==> config.mk <==
export PLATFORM = sky130hd
export DESIGN_NAME = tt_um_carlosgs99_div_8by4
export DESIGN_NICKNAME = d
export VERILOG_FILES = /design/src/rtl/div_pkg.sv /design/src/rtl/div_step.sv /design/src/rtl/tt_um_carlosgs99_div_8by4.sv
export SDC_FILE = /design/constraint.sdc
export NUM_CORES = 1
export LEC_CHECK = 0
export ABC_CLOCK_PERIOD_IN_PS = 5900
export CORE_MARGIN = 2
export CORE_UTILIZATION = 26
export CTS_CLUSTER_SIZE = 12
export DETAILED_ROUTE_END_ITERATION = 6
export PLACE_DENSITY_LB_ADDON = 0.15
export SYNTH_ARGS = -nofsm -noshare
export SYNTH_HDL_FRONTEND = slang
export SYNTH_SLANG_ARGS = --single-unit
==> constraint.sdc <==
create_clock -name clk -period 5.9 [get_ports clk]
set_clock_uncertainty 0.2 [all_clocks]
set_input_delay 0.59 -clock clk [delete_from_list [all_inputs] [get_ports clk]]
set_output_delay 0.59 -clock clk [all_outputs]
set_load 0.005 [all_outputs]
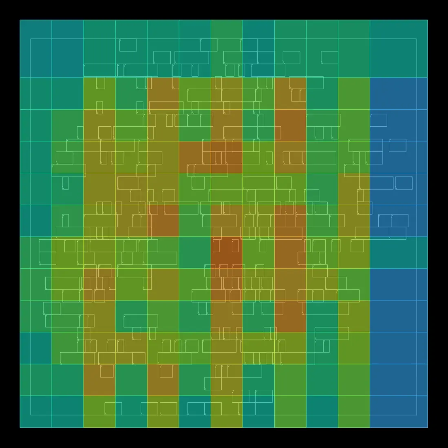
**Above:** run 1 (congestion heat map).
met1 GRT Util: 16.2%
GR peak layer: met2
met3 Use GR: 2.80%

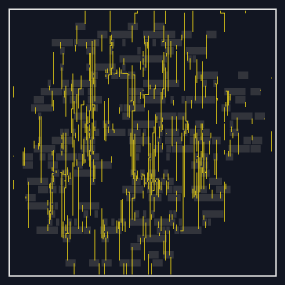
**Above:** run 1 (metal 2).
Drawn at 3 px/um. Cells faint in the background.
The wires run mostly vertical. The layer carries 1860 um of wire. 209 nets have wire on it.
Total Wirelength: 4110 um
vias: 1514
met2 Use GR: 17.6%

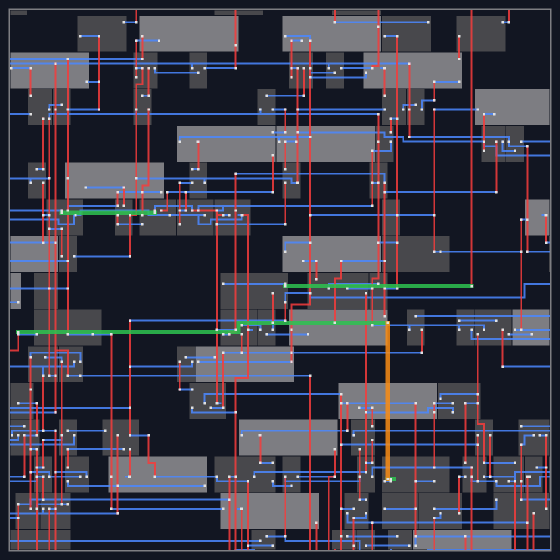
**Above:** run 1 (zoomed window).
Region (24, 42) to (64, 82) um. Cells in gray, sequential cells in the stronger gray; small squares are vias.
Red stands for M2. Green stands for M3. Blue stands for M1. Orange stands for M4.
Most frequent: dfxtp_1 (16), nand2_1 (14), nor2_1 (11). 85 logic cells have their middle in the window. Sequential cells in the window: 16.

==> results.sh, run 1 <==
# source this file to load flow results
export IMPL_cts_root_buf="clkbuf_8"
export IMPL_reg2reg_depth=5
export IMPL_drt_met1_wl_um=2110
export IMPL_status="completed"
export IMPL_power_mw=0.597
export IMPL_crit_buf_inv=1
export IMPL_synth_most_common_cell="dfxtp_1"
export IMPL_async_flop_share_pct=0
export IMPL_grt_pass1_wl_um=6960
export IMPL_rows=30
export IMPL_swShare_pct=28.7
export IMPL_postCtsHoldBufs=0
export IMPL_gp_congestion=0.768
export IMPL_cts_tree="built"
export IMPL_openroad_warnings=26
export IMPL_io_buffers=28
export IMPL_end_kind="flop"
export IMPL_path_depth=5
export IMPL_reg2reg_slack_ps=3320
export IMPL_crit_type="input port to flop"
export IMPL_synth_seq_share_pct=46.5
export IMPL_drtIter0Drc=93
export IMPL_post_cts_resized=0
export IMPL_worst_slew_pin_slew_ps=1070
export IMPL_grt_pass1_vias=1433
export IMPL_min_path_cells=2
export IMPL_top_area_cell="dfxtp_1"
export IMPL_power_share_clock_pct=31.0
export IMPL_drc=0
export IMPL_critPathLaunchType="input port"
export IMPL_fmax_mhz=376
export IMPL_dpl_hpwl_um=2830
export IMPL_yosysWarnings=0
export IMPL_clkLatencyLatePin_ps=290
export IMPL_finalHoldViolations=0
export IMPL_cts_setup_buffers=0
export IMPL_final_util_pct=33.3
export IMPL_maxSlewHeadroom_pct=28.6
export IMPL_viasPerCell=4.53
export IMPL_top_layer_used="met4"
export IMPL_io_pins=29
export IMPL_p_seq_share_pct=51.7
export IMPL_grt_antenna_before_repair=0
export IMPL_crit_required_ps=5860
export IMPL_max_cap_violations=0
export IMPL_grt_max_degree=44
export IMPL_logic_area_um2=900
export IMPL_p_switching_mw=0.171
export IMPL_chipArea_um2=7810
export IMPL_min_period_ps=2660
export IMPL_fillers=752
export IMPL_cp_cell_sequence="clkdlybuf4s50_1 -> nor2b_1 -> nor2_2 -> a31oi_1 -> o32ai_1"
export IMPL_die_w_um=88.4
export IMPL_yosysChipArea_um2=1850
export IMPL_diodes=0
export IMPL_edf_count=0
export IMPL_route_met3_wl_um=128
export IMPL_fin_tns_setup_ps=0
export IMPL_synth_cell_types=41
export IMPL_regArea_um2=861
export IMPL_power_per_cell_area_nw_per_um2=262
export IMPL_numSynthFlops=43
export IMPL_drive_gt1_share_pct=7.98
export IMPL_ant_nets=0
export IMPL_p_int_mw=0.426
export IMPL_grt_overflow_total=0
export IMPL_area_growth_pct=22.9
export IMPL_cp_slowest_stage_delay_ps=840
export IMPL_period_used_pct=45.1
export IMPL_cp_max_fo=19
export IMPL_core_um2=6830
export IMPL_numCtsBuffers=5
==> run 1: worst reg2reg max path: cells and delay by family, from the launching register on <==
family             cells  cell delay (ps)
and+or+nand+nor        3             1640
DFF                    1              380
AOI/OAI and AO/OA      2              300
==> run 1: cell usage in the layout, fill, tap and decap left out, types with 3 or more instances in the layout <==
master           count
dfxtp_1             43
nand2_1             35
clkdlybuf4s50_1     28
nor2_1              24
a21oi_1             24
a22oi_1             16
inv_1                6
ha_1                 5
clkbuf_8             5
a21oi_2              4
o21ai_1              4
nor2b_1              3
nand3_1              3
nand2b_1             3
or2_1                3
==> run 1: power groups by stage <==
stage               Combinational (mW)  Sequential, mW  Clock [mW]
detailed placement               0.105           0.315           0
global route                     0.117           0.310       0.204
CTS                              0.105           0.309       0.195
finish                           0.103           0.309       0.185
global placement                 0.106           0.316           0
floorplan                       0.0774           0.313           0
==> run 1: kinds of logic (layout without fill, tap and decap cells) <==
| group | after synthesis | in the layout | synth area share (%) |
|---|---|---|---|
| and+or+nand+nor | 84 | 84 | 20.9 |
| buffers and inverters | 18 | 43 | 4.93 |
| DFF | 43 | 43 | 46.5 |
| adders and majority gates | 6 | 6 | 4.46 |
| AOI/OAI and AO/OA | 61 | 61 | 22.8 |
| xor gates and xnor gates | 1 | 1 | 0.473 |
==> run 1: area by class of cell <==
cell class	instances	area share, %
flip-flops and latches	43	37.8
clock buffers	6	3.19
repair buffers	29	12.6
inverters	6	0.990
clock inverters	2	0.550
multi-input cells	152	39.5
well taps	96	5.28
==> run 1: stage by stage <==
stage | setup slack (ps) | instances | cell area (um2)
2_1_floorplan | 3930 | 213 | 1850
3_3_place_gp | 2990 | 326 | 2190
3_5_place_dp | 2900 | 326 | 2190
4_1_cts | 3200 | 334 | 2280
5_1_grt | 2960 | 334 | 2280
6_report | 3240 | 334 | 2280
==> inputs of run 2 (changes only) <==
--- a/config.mk
+++ b/config.mk
@@ -5,7 +5,7 @@
 export SDC_FILE = /design/constraint.sdc
 export NUM_CORES = 1
 export LEC_CHECK = 0
-export ABC_CLOCK_PERIOD_IN_PS = 5900
+export ABC_CLOCK_PERIOD_IN_PS = 2700
 export CORE_MARGIN = 2
 export CORE_UTILIZATION = 26
 export CTS_CLUSTER_SIZE = 12
==> constraint.sdc (replaced) <==
create_clock -name clk -period 2.7 [get_ports clk]
set_clock_uncertainty 0.2 [all_clocks]
set_input_delay 0.27 -clock clk [delete_from_list [all_inputs] [get_ports clk]]
set_output_delay 0.27 -clock clk [all_outputs]
set_load 0.005 [all_outputs]
==> run 2 against run 1 <==
Net effect: combinational power is 130% higher; non-clock buffer count is 4 higher; clock power went up to 2.8 times the previous value; critical path depth is 2 higher; synthesized cell count stayed put; hold slack better by 1.6 ps; register-to-register slack worse by 2800 ps; sequential share of layout area is 1.0 points lower; largest power group unchanged; first-iteration DRC count is 13% lower.
==> results.sh, run 2 <==
# source this file to load flow results
export IMPL_cts_root_buf="clkbuf_8"
export IMPL_status="completed"
export IMPL_chipArea_um2=7810
export IMPL_yosysWarnings=0
export IMPL_top_area_cell="dfxtp_1"
export IMPL_numCtsBuffers=5
export IMPL_grt_antenna_before_repair=0
export IMPL_synth_most_common_cell="dfxtp_1"
export IMPL_vias=1530
export IMPL_core_um2=6830
export IMPL_openroad_warnings=26
export IMPL_viasPerCell=4.53
export IMPL_io_buffers=28
export IMPL_synth_seq_share_pct=46.5
export IMPL_synth_cell_types=41
export IMPL_diodes=0
export IMPL_edf_count=0
export IMPL_dpl_hpwl_um=2960
export IMPL_synthCells=213
export IMPL_cts_setup_buffers=0
export IMPL_postCtsHoldBufs=0
export IMPL_grt_pass1_wl_um=7040
export IMPL_gp_congestion=0.847
export IMPL_reg2reg_slack_ps=530
export IMPL_drc=0
export IMPL_post_cts_resized=0
export IMPL_min_path_cells=2
export IMPL_maxSlewHeadroom_pct=60.5
export IMPL_io_pins=29
export IMPL_drt_total_wl_um=4220
export IMPL_fin_tns_setup_ps=0
export IMPL_crit_required_ps=2740
export IMPL_clkLatencyLatePin_ps=290
export IMPL_lay_top_cells="dfxtp_1, nand2_1, clkdlybuf4s50_1"
export IMPL_async_flop_share_pct=0
export IMPL_cp_max_fo=5
export IMPL_end_kind="flop"
export IMPL_drtIter0Drc=81
export IMPL_grt_max_degree=21
export IMPL_area_growth_pct=26.3
export IMPL_finalHoldViolations=0
export IMPL_yosysChipArea_um2=1850
export IMPL_fmax_mhz=461
export IMPL_numSynthFlops=43
export IMPL_power_per_cell_area_nw_per_um2=613
export IMPL_die_w_um=88.4
export IMPL_ant_nets=0
export IMPL_cts_tree="built"
export IMPL_rows=30
export IMPL_critPathLaunchType="flop"
export IMPL_period_used_pct=80.3
export IMPL_min_period_ps=2170
export IMPL_max_cap_violations=0
export IMPL_grt_pass1_vias=1496
export IMPL_reg2reg_depth=7
export IMPL_grt_overflow_total=0
export IMPL_drive_gt1_share_pct=9.92
export IMPL_worst_slew_pin_slew_ps=591
export IMPL_final_util_pct=34.2
export IMPL_layout_top_cell="dfxtp_1"
export IMPL_crit_type="flop to flop"
export IMPL_dr_pass1_iters=4
-- run 2: cell types whose count changed in the layout (fill, tap and decap cells not counted), sizes merged --
| cell | before | now |
|---|---|---|
| clkinvlp | 1 | 0 |
| bufinv | 0 | 1 |
| buf | 1 | 5 |
-- run 2: area by class of cell --
class	count	area, um2
Clock buffer	6	82.6
Clock inverter	2	35.0
Fill cell	749	4490
Inverter	6	22.5
Multi-Input combinational cell	152	900
Sequential cell	43	861
Tap cell	96	120
Timing Repair Buffer	33	318
-- run 2: worst max-delay path: stages, from the launching register on --
cell and delay (ps):
dfxtp_1 370, inv_1 70, ha_1 310, nand2b_4 160
a2111oi_4 460, nor3b_1 140, a211o_1 300, a21oi_2 110
-- run 2: routing by layer --
layer	wire, um	GRT usage (%)
met5	0	0
met4	44	3.31
met3	227	4.66
met2	1890	18.7
met1	2060	15.1
-- run 2: through the flow --
| stage | cell area (um2) | instances | total power [mW] | worst slack (ps) |
|---|---|---|---|---|
| 2_1_floorplan | 1850 | 213 | 0.853 | 731 |
| 3_3_place_gp | 2220 | 330 | 0.928 | 577 |
| 6_report | 2340 | 338 | 1.43 | 533 |
| 5_1_grt | 2340 | 338 | 1.51 | 401 |
| 3_5_place_dp | 2220 | 330 | 0.924 | 568 |
| 4_1_cts | 2340 | 338 | 1.46 | 552 |
-- run 2: kinds of logic after synthesis --
| kind of cell | after synthesis | synth area share (%) |
|---|---|---|
| AND-OR/OR-AND | 61 | 22.8 |
| XOR/XNOR | 1 | 0.473 |
| adder cells (fa/ha/maj) | 6 | 4.46 |
| buffers and inverters | 18 | 4.93 |
| flip-flops | 43 | 46.5 |
| AND/OR/NAND/NOR | 84 | 20.9 |
-- run 2: where the power goes --
part,switching (mW),internal (mW)
combinational,0.135,0.0992
sequential,0.0178,0.657
clock,0.224,0.299
total,0.377,1.06
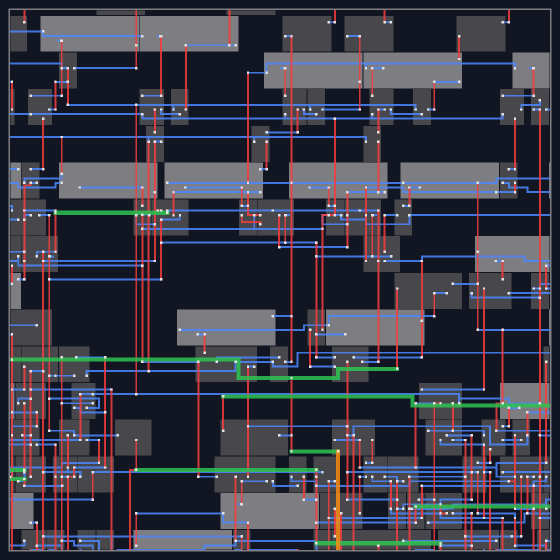
**Above:** run 2 (zoomed window).
Region (24, 42) to (64, 82) um. Cells in gray, sequential cells in the stronger gray; small squares are vias.
Orange stands for M4. Green stands for M3. Blue stands for M1. Red stands for M2.
Sequential cells in the window: 14. 89 logic cells have their middle in the window. Most frequent: nand2_1 (15), dfxtp_1 (14), nor2_1 (12).

No activity file was given, so power comes from the tool's default toggle rates.
